Fig. 1: drive-strength map
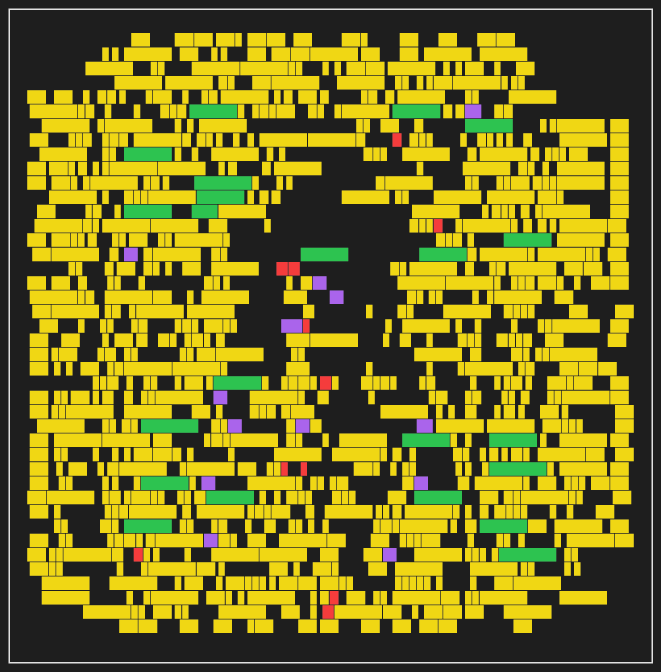
Fig. 2: clock distribution
Bar = 20 microns.
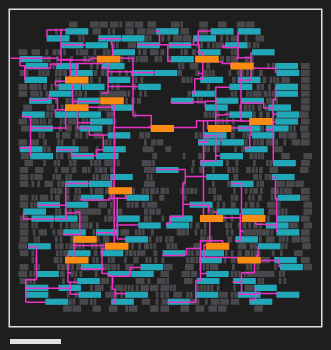
Fig. 3: sequential cells coloured by netlist name
Bar = 20 microns. Other sequential cells in the stronger grey, the rest of the logic in the fainter grey.
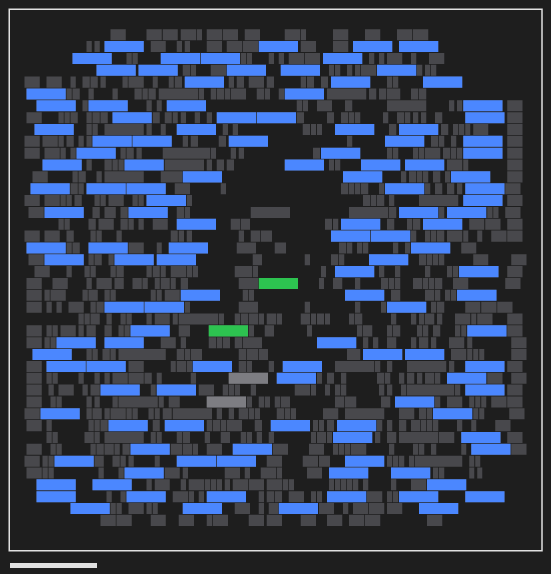
Fig. 4: wiring heat map
24 x 25 tiles, from dark blue (low) to red (high), scaled to the fullest tile. Values are wire area over tile area, all layers added.
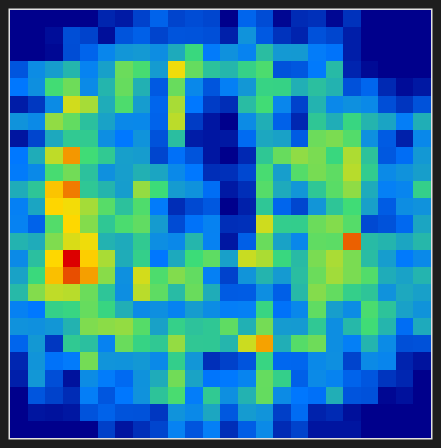
Fig. 5: cell outlines without signal wires
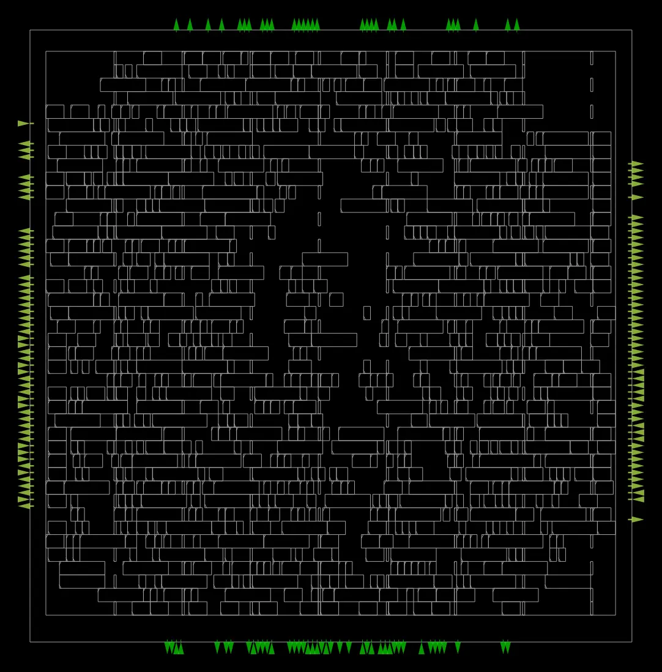
<file path="src/rtl/ser_to_par_buffer_if.sv">
// ser_to_par_buffer_if: handshake bundle between a serial producer, the buffer and a parallel consumer.
// Params: WIDTH bits per element, N_OUTS elements per word.
// Signals: in_valid/in_ready/in_data (serial side), out_valid/out_ready/out_data/out_count (parallel side),
// flush (present only when S2P_FLUSH_EN is defined).
// Modports: master = environment driving the buffer inputs, slave = the buffer itself.
interface ser_to_par_buffer_if #(
  parameter int WIDTH  = 32,
  parameter int N_OUTS = 4
);
  localparam int CW = ($clog2(N_OUTS + 1) < 1) ? 1 : $clog2(N_OUTS + 1);
  logic                     in_valid;
  logic                     in_ready;
  logic [WIDTH-1:0]         in_data;
  logic                     out_valid;
  logic                     out_ready;
  logic [N_OUTS*WIDTH-1:0]  out_data;
  logic [CW-1:0]            out_count;
`ifdef S2P_FLUSH_EN
  logic                     flush;
  modport master (output in_valid, in_data, out_ready, flush, input in_ready, out_valid, out_data, out_count);
  modport slave  (input in_valid, in_data, out_ready, flush, output in_ready, out_valid, out_data, out_count);
`else
  modport master (output in_valid, in_data, out_ready, input in_ready, out_valid, out_data, out_count);
  modport slave  (input in_valid, in_data, out_ready, output in_ready, out_valid, out_data, out_count);
`endif
endinterface

</file>
<file path="src/rtl/ser_to_par_buffer.sv">
// ser_to_par_buffer: packs N_OUTS serial WIDTH-bit elements into one parallel word, first element in lane 0.
// Ports: clk, rst (async active-high), bus (ser_to_par_buffer_if.slave: serial in, parallel out, count).
// Macro S2P_FLUSH_EN adds the flush input, which emits a partial word with out_count = lanes filled.
module ser_to_par_buffer #(
  parameter int WIDTH  = 32,
  parameter int N_OUTS = 4
) (
  input logic               clk,
  input logic               rst,
  ser_to_par_buffer_if.slave bus
);
  localparam int CW = ($clog2(N_OUTS + 1) < 1) ? 1 : $clog2(N_OUTS + 1);
  localparam int IW = (N_OUTS > 1) ? $clog2(N_OUTS) : 1;
  typedef enum logic {FILL, FULL} state_t;
  state_t                         r_state, w_state_n;
  logic [IW-1:0]                  r_wr_idx, w_idx_n;
  logic [N_OUTS-1:0][WIDTH-1:0]   r_lanes, w_lanes_n;
  logic [CW-1:0]                  r_count, w_count_n;
  logic                           w_in_xfer, w_out_xfer, w_last, w_flush;
  // While full, a new element is only accepted when the held word leaves in the same cycle.
  assign bus.in_ready  = !rst && (r_state == FILL || bus.out_ready);
  assign bus.out_valid = (r_state == FULL);
  assign bus.out_data  = r_lanes;
  assign bus.out_count = r_count;
  assign w_in_xfer     = bus.in_valid && bus.in_ready;
  assign w_out_xfer    = bus.out_valid && bus.out_ready;
  assign w_last        = (r_wr_idx == IW'(N_OUTS - 1));
`ifdef S2P_FLUSH_EN
  // Flush needs at least one element, either already stored or arriving now.
  assign w_flush = bus.flush && r_state == FILL && (r_wr_idx != '0 || w_in_xfer);
`else
  assign w_flush = 1'b0;
`endif
  always_comb begin
    w_state_n = r_state;
    w_idx_n   = r_wr_idx;
    w_lanes_n = r_lanes;
    w_count_n = r_count;
    if (r_state == FILL) begin
      if (w_in_xfer) begin
        for (int k = 0; k < N_OUTS; k++)
          if (r_wr_idx == IW'(k)) w_lanes_n[k] = bus.in_data;
        w_idx_n = w_last ? '0 : r_wr_idx + IW'(1);
      end
      if ((w_in_xfer && w_last) || w_flush) begin
        w_state_n = FULL;
        w_idx_n   = '0;
        w_count_n = (w_in_xfer && w_last) ? CW'(N_OUTS) : CW'(r_wr_idx) + CW'(w_in_xfer);
      end
    end else if (w_out_xfer) begin
      w_state_n = FILL;
      w_idx_n   = '0;
      w_lanes_n = '0;
      w_count_n = '0;
      if (w_in_xfer) begin
        // With a single lane the incoming element is already a complete word.
        w_lanes_n[0] = bus.in_data;
        w_state_n    = (N_OUTS == 1) ? FULL : FILL;
        w_idx_n      = (N_OUTS == 1) ? '0 : IW'(1);
        w_count_n    = (N_OUTS == 1) ? CW'(N_OUTS) : '0;
      end
    end
  end
  always_ff @(posedge clk or posedge rst) begin
    if (rst) begin
      r_state  <= FILL;
      r_wr_idx <= '0;
      r_lanes  <= '0;
      r_count  <= '0;
    end else begin
      r_state  <= w_state_n;
      r_wr_idx <= w_idx_n;
      r_lanes  <= w_lanes_n;
      r_count  <= w_count_n;
    end
  end
endmodule

</file>
<file path="src/flat_wrapper.sv">
// flat-port wrapper written by rule: the top's interface ports become plain ports
module ser_to_par_buffer_flat 
#(
  parameter int WIDTH  = 32,
  parameter int N_OUTS = 4
)
  (clk, rst, bus_in_valid, bus_in_data, bus_out_ready, bus_in_ready, bus_out_valid, bus_out_data, bus_out_count);
  ser_to_par_buffer_if #(.WIDTH(WIDTH), .N_OUTS(N_OUTS)) bus_i ();
  input logic clk;
  input logic rst;
  input wire logic [$bits(bus_i.in_valid)-1:0] bus_in_valid;
  input wire logic [$bits(bus_i.in_data)-1:0] bus_in_data;
  input wire logic [$bits(bus_i.out_ready)-1:0] bus_out_ready;
  output wire logic [$bits(bus_i.in_ready)-1:0] bus_in_ready;
  output wire logic [$bits(bus_i.out_valid)-1:0] bus_out_valid;
  output wire logic [$bits(bus_i.out_data)-1:0] bus_out_data;
  output wire logic [$bits(bus_i.out_count)-1:0] bus_out_count;
  assign bus_i.in_valid = bus_in_valid;
  assign bus_i.in_data = bus_in_data;
  assign bus_i.out_ready = bus_out_ready;
  assign bus_in_ready = bus_i.in_ready;
  assign bus_out_valid = bus_i.out_valid;
  assign bus_out_data = bus_i.out_data;
  assign bus_out_count = bus_i.out_count;
  ser_to_par_buffer #(.WIDTH(WIDTH), .N_OUTS(N_OUTS)) u_core (.clk(clk), .rst(rst), .bus(bus_i));
endmodule
</file>
<file path="config.mk">
export PLATFORM = sky130hd
export DESIGN_NAME = ser_to_par_buffer_flat
export DESIGN_NICKNAME = d
export VERILOG_FILES = /design/src/rtl/ser_to_par_buffer_if.sv /design/src/rtl/ser_to_par_buffer.sv /design/src/flat_wrapper.sv
export SDC_FILE = /design/constraint.sdc
export NUM_CORES = 1
export LEC_CHECK = 0
export ABC_AREA = 1
export CORE_AREA = 3 3 119 121
export DETAILED_ROUTE_END_ITERATION = 10
export DIE_AREA = 0 0 122 124
export MAX_ROUTING_LAYER = met4
export PLACE_DENSITY_LB_ADDON = 0.25
export RECOVER_POWER = 100
export SYNTH_ARGS = -nofsm -noshare
export SYNTH_HDL_FRONTEND = slang
export SYNTH_SLANG_ARGS = --single-unit
</file>
<file path="constraint.sdc">
create_clock -name clk -period 19.65 [get_ports clk]
set_clock_uncertainty 0.2 [all_clocks]
set_input_delay 1.965 -clock clk [delete_from_list [all_inputs] [get_ports clk]]
set_output_delay 1.965 -clock clk [all_outputs]
set_load 0.05 [all_outputs]
</file>
==> metrics.yaml <==
route:
  drt_iter0_drc: 482
  drc: 0
  routed_via_density: 5.094
  highest_layer: "met4"
clock_tree:
  clkLatencyLatePin_ns: 0.41
  post_cts_resize_count: 0
  cts_htree_levels: 4
  cts-buffers-inserted: 17
  clk_path_buf_depth: 2
  post_cts_hold_buffer_count: 0
cells_and_area:
  fill_cells: 1150
  layout-area-overhead-vs-synth_pct: 38.68
  diodes: 0
  post_route_cells_drive_above_1_share_pct: 5.163
timing:
  headroom_to_the_max_slew_limit_pct: -187.7
  timing.final.max_slew_violations: 302
  finalSetupViolCount: 0
  min_period_over_period_pct: 44.70
  setup_tns_ns: 0
worst_setup_path:
  end_kind: "register"
  cp.buffers_inverters: 3
  slowest_delay_ns: 2.43
  worstSetupStartpoint: "rst"
  critical_path_class: "in2reg"
  timing.critical_path.max_delay_family: "buffers and inverters"
  critical_path_rt_ns: 19.71
  timing.reg2reg.setup_slack_ns: 14.25
  crit_cells: 6
power:
  p_sw_share_pct: 49.47
  p_per_area_nw_per_um2: 199.5
  power.clock.fraction_pct: 20.3
global_route:
  first_global_vias: 5107
  grt.total_usage_pct: 23.78
  maximum_number_of_pins_on_one_net_before_global_route_repair: 99
die:
  overall_chip_area_sq_um: 15130
status:
  failed_checks: "max-capacitance violations, max-slew violations"
  run_status: "finished with violations"
yosys:
  synthesis.yosys.warnings: 0
  synth-main-ff-cell: "sky130_fd_sc_hd__dfrtp_1"
  postSynthRegisterBits: 132
  synth_stat.cells: 735
  top_cells_by_count: "sky130_fd_sc_hd__nand2_1 (360), sky130_fd_sc_hd__dfrtp_1 (132), sky130_fd_sc_hd__nand3_1 (101)"
  yosys.stat.seqShare_pct: 55.77
placement:
  place_worst_setup_slack_ns: 14.04
  gp_routability_congestion: 0.8581
flow_run:
  max_cap_viol_count: 4
About Fig. 1:
size	colour	cells	share
drive 2	red	11	1.2%
drive 6 and up	green	22	2.5%
drive 1 or less	yellow	845	95%
drive 3 to 4	purple	13	1.5%

About Fig. 2:
[cells driving clock nets] orange | count: 17
[clock wires] magenta | length: 1,610 microns
[flip-flops] cyan | count: 132
routed clock nets	18

About Fig. 3:
netlist name	colour	placed flops
`u_core.r_wr_idx`	green	2
`u_core.bus.out_data`	blue	128

About Fig. 4:
mean over tiles	0.19
fullest tile	0.59
emptiest ninth of the die	north-east

About Fig. 5:
Seq/total area: 40.21%
final non-filler cell total: 1,067
final core utilization: 62.27%
Row Count: 42
core area: 13,190 sq um

[worst register-to-register path: cells and delay by family, from the launching register on]
family	cells	cell delay, ns
buffers and inverters	1	2.87
DFF	1	0.45
and+or+nand+nor	5	1.81
[state kept, by name, summed over array words and instances, names as in the netlist]
name / flops
u_core.bus.out_valid: 1
u_core.bus.out_count: 1
u_core.r_wr_idx: 2
u_core.bus.out_data: 128
[layout make-up]
cell class | count | area, sq um | share of cell area (%)
sequential | 132 | 3303 | 40.21
inverter | 41 | 155.1 | 1.889
timing repair buffer | 175 | 1718 | 20.91
multi-input combinational | 511 | 2192 | 26.69
tap | 176 | 220.2 | 2.681
clock inverter | 13 | 182.7 | 2.224
clock buffer | 19 | 442.9 | 5.392
[stage by stage]
stage | hold slack [ns] | cell area (sq um)
6_report | 0.2606 | 8214
5_1_grt | 0.2824 | 8214
4_1_cts | 0.2716 | 8244
3_5_place_dp | 0.2573 | 7619
3_3_place_gp | 0.2522 | 7619
2_1_floorplan | 0.3304 | 5927
[per-layer routing]
metal | up-vias | GRT usage, %
li1 | 2607 | -
met1 | 2578 | 30.53
met2 | 220 | 35.88
met3 | 30 | 6.540
met4 | 0 | 9.874
met5 | - | -
[power groups by stage]
| stage | clock [mW] | combinational, mW | sequential (mW) |
|---|---|---|---|
| floorplan | 0 | 0.201 | 0.850 |
| global placement | 0 | 0.890 | 0.459 |
| detailed placement | 0 | 0.900 | 0.459 |
| CTS | 0.337 | 0.901 | 0.458 |
| global route | 0.351 | 0.908 | 0.467 |
| finish | 0.333 | 0.853 | 0.453 |
Power figures rest on the tool's default switching activity, not on a simulated workload.
